## config.mk

```make
export PLATFORM = sky130hd
export DESIGN_NAME = proc_ctrl_unit
export DESIGN_NICKNAME = d
export VERILOG_FILES = /design/src/rtl/proc_ctrl_unit.sv
export SDC_FILE = /design/constraint.sdc
export NUM_CORES = 1
export LEC_CHECK = 0
export CORE_MARGIN = 5
export CORE_UTILIZATION = 47
export CTS_CLUSTER_DIAMETER = 60
export DETAILED_ROUTE_END_ITERATION = 8
export MAX_ROUTING_LAYER = met4
export PLACE_DENSITY_LB_ADDON = 0.15
export REMOVE_ABC_BUFFERS = 1
export SLEW_MARGIN = 10
export SYNTH_ARGS = -nofsm -noshare
export SYNTH_HDL_FRONTEND = slang
export SYNTH_SLANG_ARGS = --single-unit
```

## constraint.sdc

```tcl
create_clock -name clk -period 2.5 [get_ports clk]
set_input_delay 0.25 -clock clk [delete_from_list [all_inputs] [get_ports clk]]
set_output_delay 0.25 -clock clk [all_outputs]
set_load 0.01 [all_outputs]
```

## src/rtl/proc_ctrl_unit.sv

```systemverilog
// proc_ctrl_unit: multi-cycle sequencer for the 8-bit accumulator processor.
// Every instruction steps FETCH -> DECODE -> EXECUTE -> WRITEBACK; HLT parks
// the unit in HALT until reset. The datapath strobes are registered and last
// for the EXECUTE cycle only.
// Optional build macro: CTRL_SINGLE_STEP_EN adds a 'step' input. With it,
// WRITEBACK waits for step=1 before it retires the instruction.
module proc_ctrl_unit #(
    parameter int PC_WIDTH = 5,
    parameter int RESET_PC = 0
) (
    input  logic                clk,
    input  logic                rstn,
`ifdef CTRL_SINGLE_STEP_EN
    input  logic                step,
`endif
    input  logic                run,
    input  logic [15:0]         instr_data,
    input  logic                alu_flag_z,
    input  logic                alu_flag_cy,
    output logic [PC_WIDTH-1:0] pc,
    output logic                rom_oe,
    output logic [3:0]          ir_opcode,
    output logic [7:0]          imm,
    output logic                reg_sel,
    output logic                acu_load,
    output logic [1:0]          acu_src,
    output logic                reg_we,
    output logic                flag_z_q,
    output logic                flag_cy_q,
    output logic                halted
);

    typedef enum logic [2:0] {
        S_FETCH,
        S_DECODE,
        S_EXECUTE,
        S_WRITEBACK,
        S_HALT
    } state_t;

    localparam logic [3:0] OP_LDI = 4'h1;
    localparam logic [3:0] OP_LDR = 4'h2;
    localparam logic [3:0] OP_STR = 4'h3;
    localparam logic [3:0] OP_JMP = 4'h9;
    localparam logic [3:0] OP_JZ  = 4'hA;
    localparam logic [3:0] OP_JC  = 4'hB;
    localparam logic [3:0] OP_JNZ = 4'hC;
    localparam logic [3:0] OP_HLT = 4'hF;

    localparam logic [1:0] SRC_IMM = 2'd0;
    localparam logic [1:0] SRC_REG = 2'd1;
    localparam logic [1:0] SRC_ALU = 2'd2;

    localparam logic [PC_WIDTH-1:0] RESET_PC_V = PC_WIDTH'(RESET_PC);

    state_t state;
    logic   wb_go;
    logic   unused_instr_bits;

    // Register-select field is one bit wide; the upper select bits are spare.
    assign unused_instr_bits = ^instr_data[11:9];

`ifdef CTRL_SINGLE_STEP_EN
    assign wb_go = step;
`else
    assign wb_go = 1'b1;
`endif

    // ADD, SUB, AND, OR, XOR: the only opcodes that load from the ALU and update flags.
    function automatic logic is_alu_op(input logic [3:0] op);
        return (op >= 4'h4) && (op <= 4'h8);
    endfunction

    // Branch decision uses flags latched by earlier ALU instructions.
    function automatic logic branch_taken(input logic [3:0] op,
                                          input logic       fz,
                                          input logic       fcy);
        logic taken;
        taken = 1'b0;
        case (op)
            OP_JMP:  taken = 1'b1;
            OP_JZ:   taken = fz;
            OP_JC:   taken = fcy;
            OP_JNZ:  taken = ~fz;
            default: taken = 1'b0;
        endcase
        return taken;
    endfunction

    // Instruction sequencer with all control outputs registered.
    always_ff @(posedge clk or negedge rstn) begin
        if (!rstn) begin
            state     <= S_FETCH;
            pc        <= RESET_PC_V;
            ir_opcode <= 4'h0;
            imm       <= 8'h00;
            reg_sel   <= 1'b0;
            flag_z_q  <= 1'b0;
            flag_cy_q <= 1'b0;
            acu_load  <= 1'b0;
            acu_src   <= SRC_IMM;
            reg_we    <= 1'b0;
            halted    <= 1'b0;
            rom_oe    <= 1'b1;
        end else begin
            // Strobes default low so each one lasts exactly one cycle.
            acu_load <= 1'b0;
            reg_we   <= 1'b0;
            case (state)
                S_FETCH: begin
                    rom_oe <= 1'b1;
                    if (run) begin
                        state <= S_DECODE;
                    end
                end
                S_DECODE: begin
                    ir_opcode <= instr_data[15:12];
                    reg_sel   <= instr_data[8];
                    imm       <= instr_data[7:0];
                    rom_oe    <= 1'b0;
                    state     <= S_EXECUTE;
                    // Strobes are decoded from the ROM word so they are
                    // already valid in the first EXECUTE cycle.
                    acu_src   <= SRC_IMM;
                    if (instr_data[15:12] == OP_LDI) begin
                        acu_load <= 1'b1;
                        acu_src  <= SRC_IMM;
                    end else if (instr_data[15:12] == OP_LDR) begin
                        acu_load <= 1'b1;
                        acu_src  <= SRC_REG;
                    end else if (instr_data[15:12] == OP_STR) begin
                        reg_we   <= 1'b1;
                    end else if (is_alu_op(instr_data[15:12])) begin
                        acu_load <= 1'b1;
                        acu_src  <= SRC_ALU;
                    end
                end
                S_EXECUTE: begin
                    // Flags are captured on the same edge the accumulator loads.
                    if (is_alu_op(ir_opcode)) begin
                        flag_z_q  <= alu_flag_z;
                        flag_cy_q <= alu_flag_cy;
                    end
                    if (ir_opcode == OP_HLT) begin
                        state  <= S_HALT;
                        halted <= 1'b1;
                        rom_oe <= 1'b0;
                    end else begin
                        state  <= S_WRITEBACK;
                    end
                end
                S_WRITEBACK: begin
                    if (wb_go) begin
                        if (branch_taken(ir_opcode, flag_z_q, flag_cy_q)) begin
                            pc <= PC_WIDTH'(imm);
                        end else begin
                            pc <= pc + PC_WIDTH'(1);
                        end
                        state  <= S_FETCH;
                        rom_oe <= 1'b1;
                    end
                end
                S_HALT: begin
                    halted <= 1'b1;
                    rom_oe <= 1'b0;
                end
                default: begin
                    state  <= S_FETCH;
                    rom_oe <= 1'b1;
                end
            endcase
        end
    end

endmodule
```

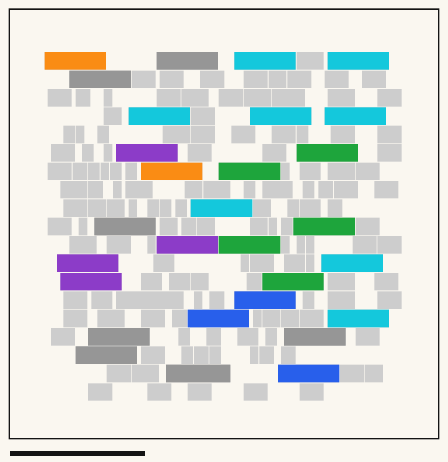
(run_1/registers.png)
Bar = 20 microns. Other sequential cells in the stronger grey, the rest of the logic in the fainter grey.
| colour | name in the netlist | sequential cells |
|---|---|---|
| orange | `acu_src` | 2 |
| cyan | `imm` | 8 |
| green | `pc` | 5 |
| purple | `ir_opcode` | 4 |
| blue | `state` | 3 |
not coloured: 7

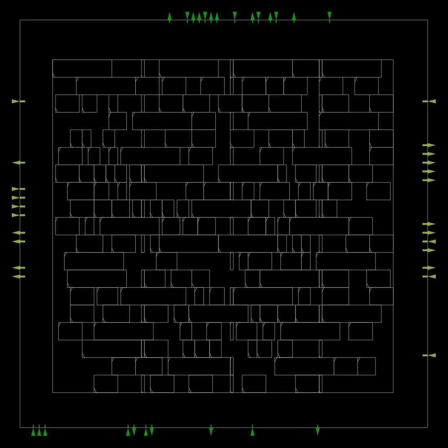
(run_1/final_placement.png)
Tapcells: 31
fin util: 0.684
tally of non-filler cells in the final layout: 196
Core Area: 2730 sq um

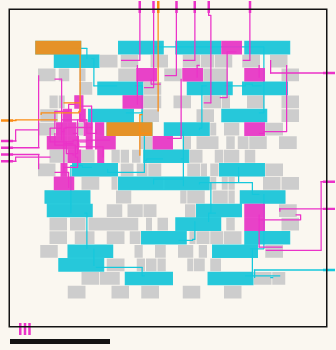
(run_1/port_nets.png)
Bar = 20 microns.
| colour | port | bits | direction | edge | end cells | buffers | wire |
|---|---|---|---|---|---|---|---|
| magenta | `instr_data` | 16 | input | 6 top, 4 left, 3 right, 3 bottom | 24 | 13 | 384 microns |
| orange | `acu_src` | 2 | output | 1 top, 1 left | 2 | 2 | 63.6 microns |
| cyan | `rstn` | 1 | input | right | 29 | 2 | 236 microns |

==> results.tsv, run 1 <==
stage	metric	value	unit
sta	PnR worst setup slack	0.634	ns
die	die y size	63.3	microns
final_layout	Signal buffers	45	
pwr	P_int	1.53	mW
final_layout	number of clock buffers in the layout	8	
die	Ports	47	
synth	ys cells	114	
clocking	post_cts resized	0	
routing	WL met2	1580	microns
clocking	clock buffer depth	2	
final_layout	Area-dominant class	registers	
pwr	Clk pwr share	0.124	
pwr	Seq group	0.916	mW
synth	Post-synth EDFFs	0	
final_layout	Seq area share	0.389	
synth	Synth Area in Simple Gates	0.157	
global_routing	met2 Resource Use GR	0.279	
clocking	clk_lat worst skew	0.33	ns
die	die width	63.3	microns
global_routing	pin count of the biggest net entering global routing	30	
worst_setup_path	Worst path top cell family by delay	AND-OR/OR-AND gates	
outcome	status	finished, final reports clean	
final_layout	final instance area	1870	sq um
sta	Setup violations, final	0	
global_routing	vias in the first global route	1145	
global_routing	grt peak-use layer	met2	
routing	Residual DRC	0	
pwr	Seq pwr share	0.384	
clocking	Setup Fix Bufs, Post-CTS	0	
synth	Yosys chip area	1340	sq um
pwr	P_clk	0.297	mW
routing	met3 WL	178	microns
routing	drt via density	5.60	
pwr	P_leak	0.786	nW
final_layout	register area	727	sq um
clocking	CTS sink cnt	29	
final_layout	ANT cells	0	
worst_setup_path	RR Endpoint	pc[1]$_DFFE_PN0N_	
sta	Rel. slew slack	0.542	
final_layout	Layout fillers	233	
placement	number of port buffers	43	
synth	Adder Share, Synth	0.00937	
final_layout	clk tree area frac	0.0315	
synth	AO/OA Area Share	0.123	
sta	Final Hold Fails	0	
final_layout	synth-to-layout area growth	40.0	%
pwr	combinational cell power	1.17	mW
synth	Mapped Avg Cell Area	11.7	sq um
clocking	CTS HTree Levels	2	
pwr	Psw	0.854	mW
worst_setup_path	worst-path fanout max	9	
worst_setup_path	CP cell instances	nor3b_1 -> o41ai_4 -> mux2i_1 -> a21oi_1	
synth	ys flops	29	
==> run 2, diff against run 1 <==
- CORE_UTILIZATION: 47 -> 44
- clock period: 2.5 -> 1.85 ns (I/O delays scaled with it)
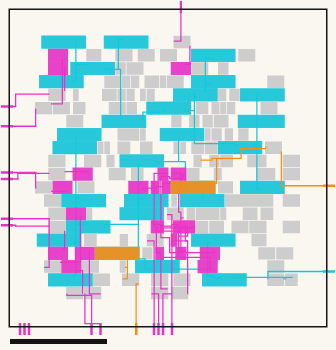
(run_2/port_nets.png)
Bar = 20 microns.
| colour | port | bits | direction | edge | end cells | buffers | wire |
|---|---|---|---|---|---|---|---|
| orange | `acu_src` | 2 | output | 1 right, 1 bottom | 2 | 2 | 54.5 microns |
| cyan | `rstn` | 1 | input | right | 29 | 2 | 222 microns |
| magenta | `instr_data` | 16 | input | 9 bottom, 6 left, 1 top | 24 | 13 | 367 microns |

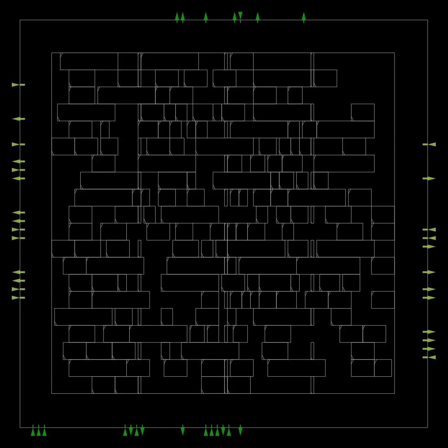
(run_2/final_placement.png)
# rows: 20
Seq area share: 0.387
tally of non-filler cells in the final layout: 199
fin util: 0.631

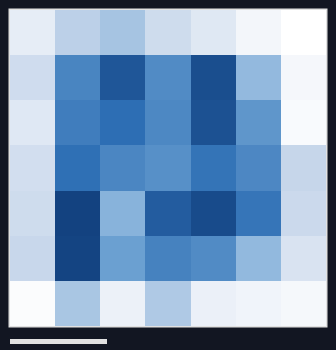
(run_2/density.png)
Bar = 20 microns. 7 x 7 tiles, from white (low) to dark blue (high), 0 to 100% covered.
fullest tile: 93%
mean over tiles: 43%
densest ninth of the die: centre
Floorplan Utilization: 0.448
Core Area: 2980 sq um

==> results.tsv, run 2 <==
stage	metric	value	unit	change
worst_hold_path	Hold Crit Class	in -> async		unchanged
synth	Adder Share, Synth	0.00937		unchanged
final_layout	ANT cells	0		unchanged
synth	top-count cell post-synth	dfrtp_1		unchanged
clocking	post_cts resized	0		unchanged
final_layout	register area	727	sq um	unchanged
worst_setup_path	Worst path top cell family by delay	simple AND/OR/NAND/NOR gates		was AND-OR/OR-AND gates
sta	PnR worst setup slack	0.171	ns	was 0.634 ns
clocking	Setup Fix Bufs, Post-CTS	0		unchanged
global_routing	grt peak-use layer	met2		unchanged
final_layout	Area-dominant class	registers		unchanged
sta	Final Hold Fails	0		unchanged
clocking	TritonCTS Buffers	5		unchanged
pwr	P_int	2.09	mW	was 1.53 mW
synth	Post-synth top flop	dfrtp_1		unchanged
sta	final worst path period share	0.907		was 0.746
worst_setup_path	crit path DRT	2.10	ns	was 2.70 ns
final_layout	Layout fillers	261		was 233
worst_setup_path	worst-path fanout max	9		unchanged
pwr	PwrDens	1720	nW/um^2	was 1280 nW/um^2
placement	HPWL after detailed placement	2170	microns	was 2210 microns
worst_setup_path	endpoint class of the critical path	flip-flop		unchanged
routing	met3 WL	223	microns	was 178 microns
sta	Rel. slew slack	0.652		was 0.542
pwr	P_leak	0.790	nW	was 0.786 nW
die	die width	65.1	microns	was 63.3 microns
worst_setup_path	CP cell instances	nor4b_1 -> o41ai_4 -> buf_4 -> a21oi_1 -> a2bb2oi_1		was nor3b_1 -> o41ai_4 -> mux2i_1 -> a21oi_1
die	Ports	47		unchanged
final_layout	Largest Register	imm		unchanged
synth	Top logic family	simple AND/OR/NAND/NOR gates		unchanged
synth	Post-synth EDFFs	0		unchanged
worst_setup_path	reg2reg path depth	5		was 4
sta	Setup violations, final	0		unchanged
placement	placed insts	191		was 188
synth	Mapped Avg Cell Area	11.7	sq um	unchanged
global_routing	vias in the first global route	1087		was 1145
final_layout	most frequent cells in the layout	43 x clkdlybuf4s50_1, 28 x dfrtp_1, 14 x mux2_2, 10 x a21oi_1, 7 x nor2_1		unchanged
worst_setup_path	RR Endpoint	pc[4]$_DFFE_PN0N_		was pc[1]$_DFFE_PN0N_
pwr	P_clk	0.395	mW	was 0.297 mW
synth	Yosys chip area	1340	sq um	unchanged
global_routing	first-pass GRT wire length	4840	microns	was 5220 microns
die	Tapcells	33		was 31
routing	WL met2	1490	microns	was 1580 microns
clocking	CTS sink cnt	29		unchanged
final_layout	multi-input gate count	79		unchanged
final_layout	number of clock buffers in the layout	8		unchanged
synth	ys cells	114		unchanged
run	Log Warnings	28		unchanged
pwr	Psw	1.14	mW	was 0.854 mW
synth	asr flop ratio synth	1.00		unchanged
pwr	Clk pwr share	0.122		was 0.124
final_layout	synth-to-layout area growth	40.8	%	was 40.0%
routing	drt via density	5.44		was 5.60
clocking	CTS HTree Levels	2		unchanged
placement	number of port buffers	43		unchanged
pwr	Seq group	1.24	mW	was 0.916 mW
clocking	CTS tree	built		unchanged
global_routing	met2 Resource Use GR	0.261		was 0.279
synth	ys flops	29		unchanged
synth	AO/OA Area Share	0.123		unchanged
final_layout	Signal buffers	46		was 45
clocking	clk_lat worst skew	0.32	ns	was 0.33 ns
global_routing	pin count of the biggest net entering global routing	30		unchanged
die	die y size	65.1	microns	was 63.3 microns
global_routing	GR met1 Demand/Resource	0.163		was 0.189
clocking	clock buffer depth	2		unchanged
die	die area	4240	sq um	was 4010 sq um
final_layout	final instance area	1880	sq um	was 1870 sq um
routing	Initial DRC Count	26		was 31
final_layout	Final nets	187		was 186
routing	Residual DRC	0		unchanged
routing	Highest Signal Layer	met4		unchanged
pwr	combinational cell power	1.59	mW	was 1.17 mW
global_routing	GRT Util Overall	0.157		was 0.169
outcome	status	finished, final reports clean		unchanged
final_layout	clk tree area frac	0.0313		was 0.0315
pwr	Seq pwr share	0.383		was 0.384
synth	Synth Area in Simple Gates	0.157		unchanged
==> run_2/pdn.png <==
Bar = 20 microns. Pins as bars on the die edge. Tap cells in grey.
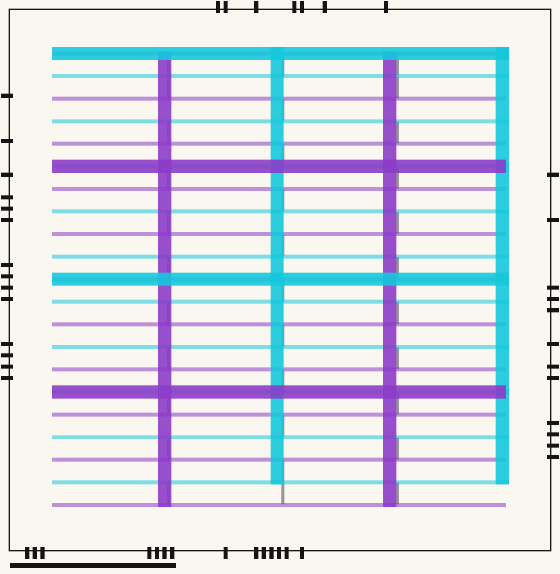

==> run 3, diff against run 2 <==
- CORE_MARGIN: 5 -> unset
- PLACE_DENSITY: unset -> 0.88
- PLACE_DENSITY_LB_ADDON: 0.15 -> unset
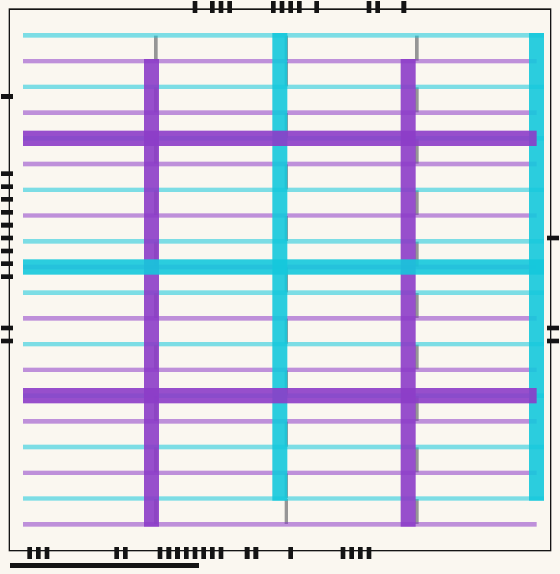
(run_3/pdn.png)
Bar = 20 microns. Pins as bars on the die edge. Tap cells in grey.
| colour | net |
|---|---|
| cyan | VDD |
| purple | VSS |
signal pins: 47
rows: 19
met5 straps: 3
die width: 57.1 microns
die y size: 57.1 microns
worst vdd ir: 1.05 mV
Core Area: 2810 sq um

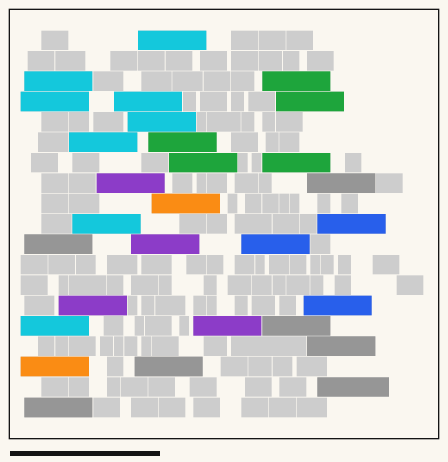
(run_3/registers.png)
Bar = 20 microns. Other sequential cells in the stronger grey, the rest of the logic in the fainter grey.
| colour | name in the netlist | sequential cells |
|---|---|---|
| blue | `state` | 3 |
| green | `pc` | 5 |
| cyan | `imm` | 8 |
| purple | `ir_opcode` | 4 |
| orange | `acu_src` | 2 |
not coloured: 7
Seq area share: 0.385
Seq group: 1.25 mW
register area: 727 sq um
fin util: 0.673

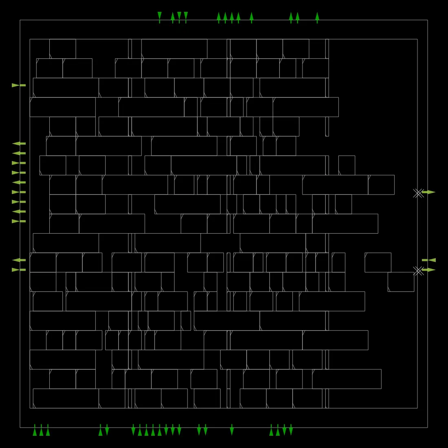
(run_3/final_placement.png)
# rows: 19
Flop Count: 29
Layout fillers: 219
tally of non-filler cells in the final layout: 197

==> results.tsv, run 3 <==
stage	metric	value	unit	change
pwr	P_leak	0.799	nW	was 0.790 nW
sta	Final Hold Fails	0		unchanged
clocking	CTS HTree Levels	2		unchanged
routing	Residual DRC	4		was 0
clocking	CTS sink cnt	29		unchanged
final_layout	multi-input gate count	79		unchanged
clocking	Setup Fix Bufs, Post-CTS	0		unchanged
clocking	post_cts resized	0		unchanged
sta	Clock Skew	0.0117	ns	was 0.00856 ns
sta	Rel. slew slack	0.660		was 0.652
final_layout	synth-to-layout area growth	41.4	%	was 40.8%
worst_setup_path	CP cell instances	nor4b_1 -> o41ai_4 -> buf_4 -> mux2i_1 -> a21oi_1		was nor4b_1 -> o41ai_4 -> buf_4 -> a21oi_1 -> a2bb2oi_1
synth	Synth top area share	0.525		unchanged
worst_setup_path	worst-path fanout max	9		unchanged
worst_setup_path	Worst path top cell family by delay	simple AND/OR/NAND/NOR gates		unchanged
final_layout	max reg flops	8		unchanged
synth	Adder Share, Synth	0.00937		unchanged
final_layout	Area-dominant class	registers		unchanged
synth	Post-synth top flop	dfrtp_1		unchanged
worst_setup_path	Largest stage delay, worst path	0.51	ns	was 0.52 ns
final_layout	clk tree area frac	0.0371		was 0.0313
synth	Mapped Avg Cell Area	11.7	sq um	unchanged
final_layout	logic area	584	sq um	unchanged
routing	Routed Antenna Nets	0		unchanged
worst_setup_path	crit path DRT	2.03	ns	was 2.10 ns
clocking	clock buffer depth	2		unchanged
clocking	TritonCTS Buffers	5		unchanged
die	die area	3260	sq um	was 4240 sq um
final_layout	final instance area	1890	sq um	was 1880 sq um
final_layout	Largest Register	imm		unchanged
outcome	failing checks	design-rule violations		
global_routing	met2 Resource Use GR	0.326		was 0.261
synth	top-count cell post-synth	dfrtp_1		unchanged
routing	Initial DRC Count	28		was 26
pwr	PwrDens	1740	nW/um^2	was 1720 nW/um^2
die	Tapcells	31		was 33
final_layout	Signal buffers	46		unchanged
worst_setup_path	RR Endpoint	pc[1]$_DFFE_PN0N_		was pc[4]$_DFFE_PN0N_
sta	Setup violations, final	0		unchanged
pwr	Clk pwr share	0.132		was 0.122
global_routing	first-pass GRT wire length	4770	microns	was 4840 microns
worst_setup_path	crit start category	flip-flop		unchanged
placement	number of port buffers	43		unchanged
routing	WL met2	1540	microns	was 1490 microns
clocking	clock tree root buffer cell	clkbuf_4		unchanged
synth	Yosys chip area	1340	sq um	unchanged
sta	RSZ-0062 raised after global routing	false		unchanged
routing	met3 WL	108	microns	was 223 microns
die	Ports	47		unchanged
synth	AO/OA Area Share	0.123		unchanged
placement	placed insts	189		was 191
synth	Synth Area in Simple Gates	0.157		unchanged
worst_setup_path	endpoint class of the critical path	flip-flop		unchanged
placement	HPWL after detailed placement	2140	microns	was 2170 microns
pwr	P_clk	0.434	mW	was 0.395 mW
sta	min Tclk post-route	1.70	ns	was 1.68 ns
synth	asr flop ratio synth	1.00		unchanged
pwr	combinational cell power	1.59	mW	about the same
outcome	status	complete, but fails checks		was finished, final reports clean
synth	ys cells	114		unchanged
global_routing	grt peak-use layer	met2		unchanged
routing	Highest Signal Layer	met4		unchanged
global_routing	GRT Util Overall	0.201		was 0.157
routing	drt via density	5.35		was 5.44
synth	Post-synth EDFFs	0		unchanged
global_routing	vias in the first global route	1052		was 1087
sta	Least-Margin Pin Slew	0.502	ns	was 0.515 ns
final_layout	Final nets	187		unchanged
final_layout	most frequent cells in the layout	43 x clkdlybuf4s50_1, 28 x dfrtp_1, 14 x mux2_2, 10 x a21oi_1, 7 x nor2_1		unchanged
worst_hold_path	Hold Crit Class	in -> async		unchanged
synth	Top logic family	simple AND/OR/NAND/NOR gates		unchanged
clocking	clk_lat worst skew	0.32	ns	about the same
pwr	P_int	2.12	mW	was 2.09 mW
final_layout	ANT cells	0		unchanged
Power and IR drop assume default switching activity.
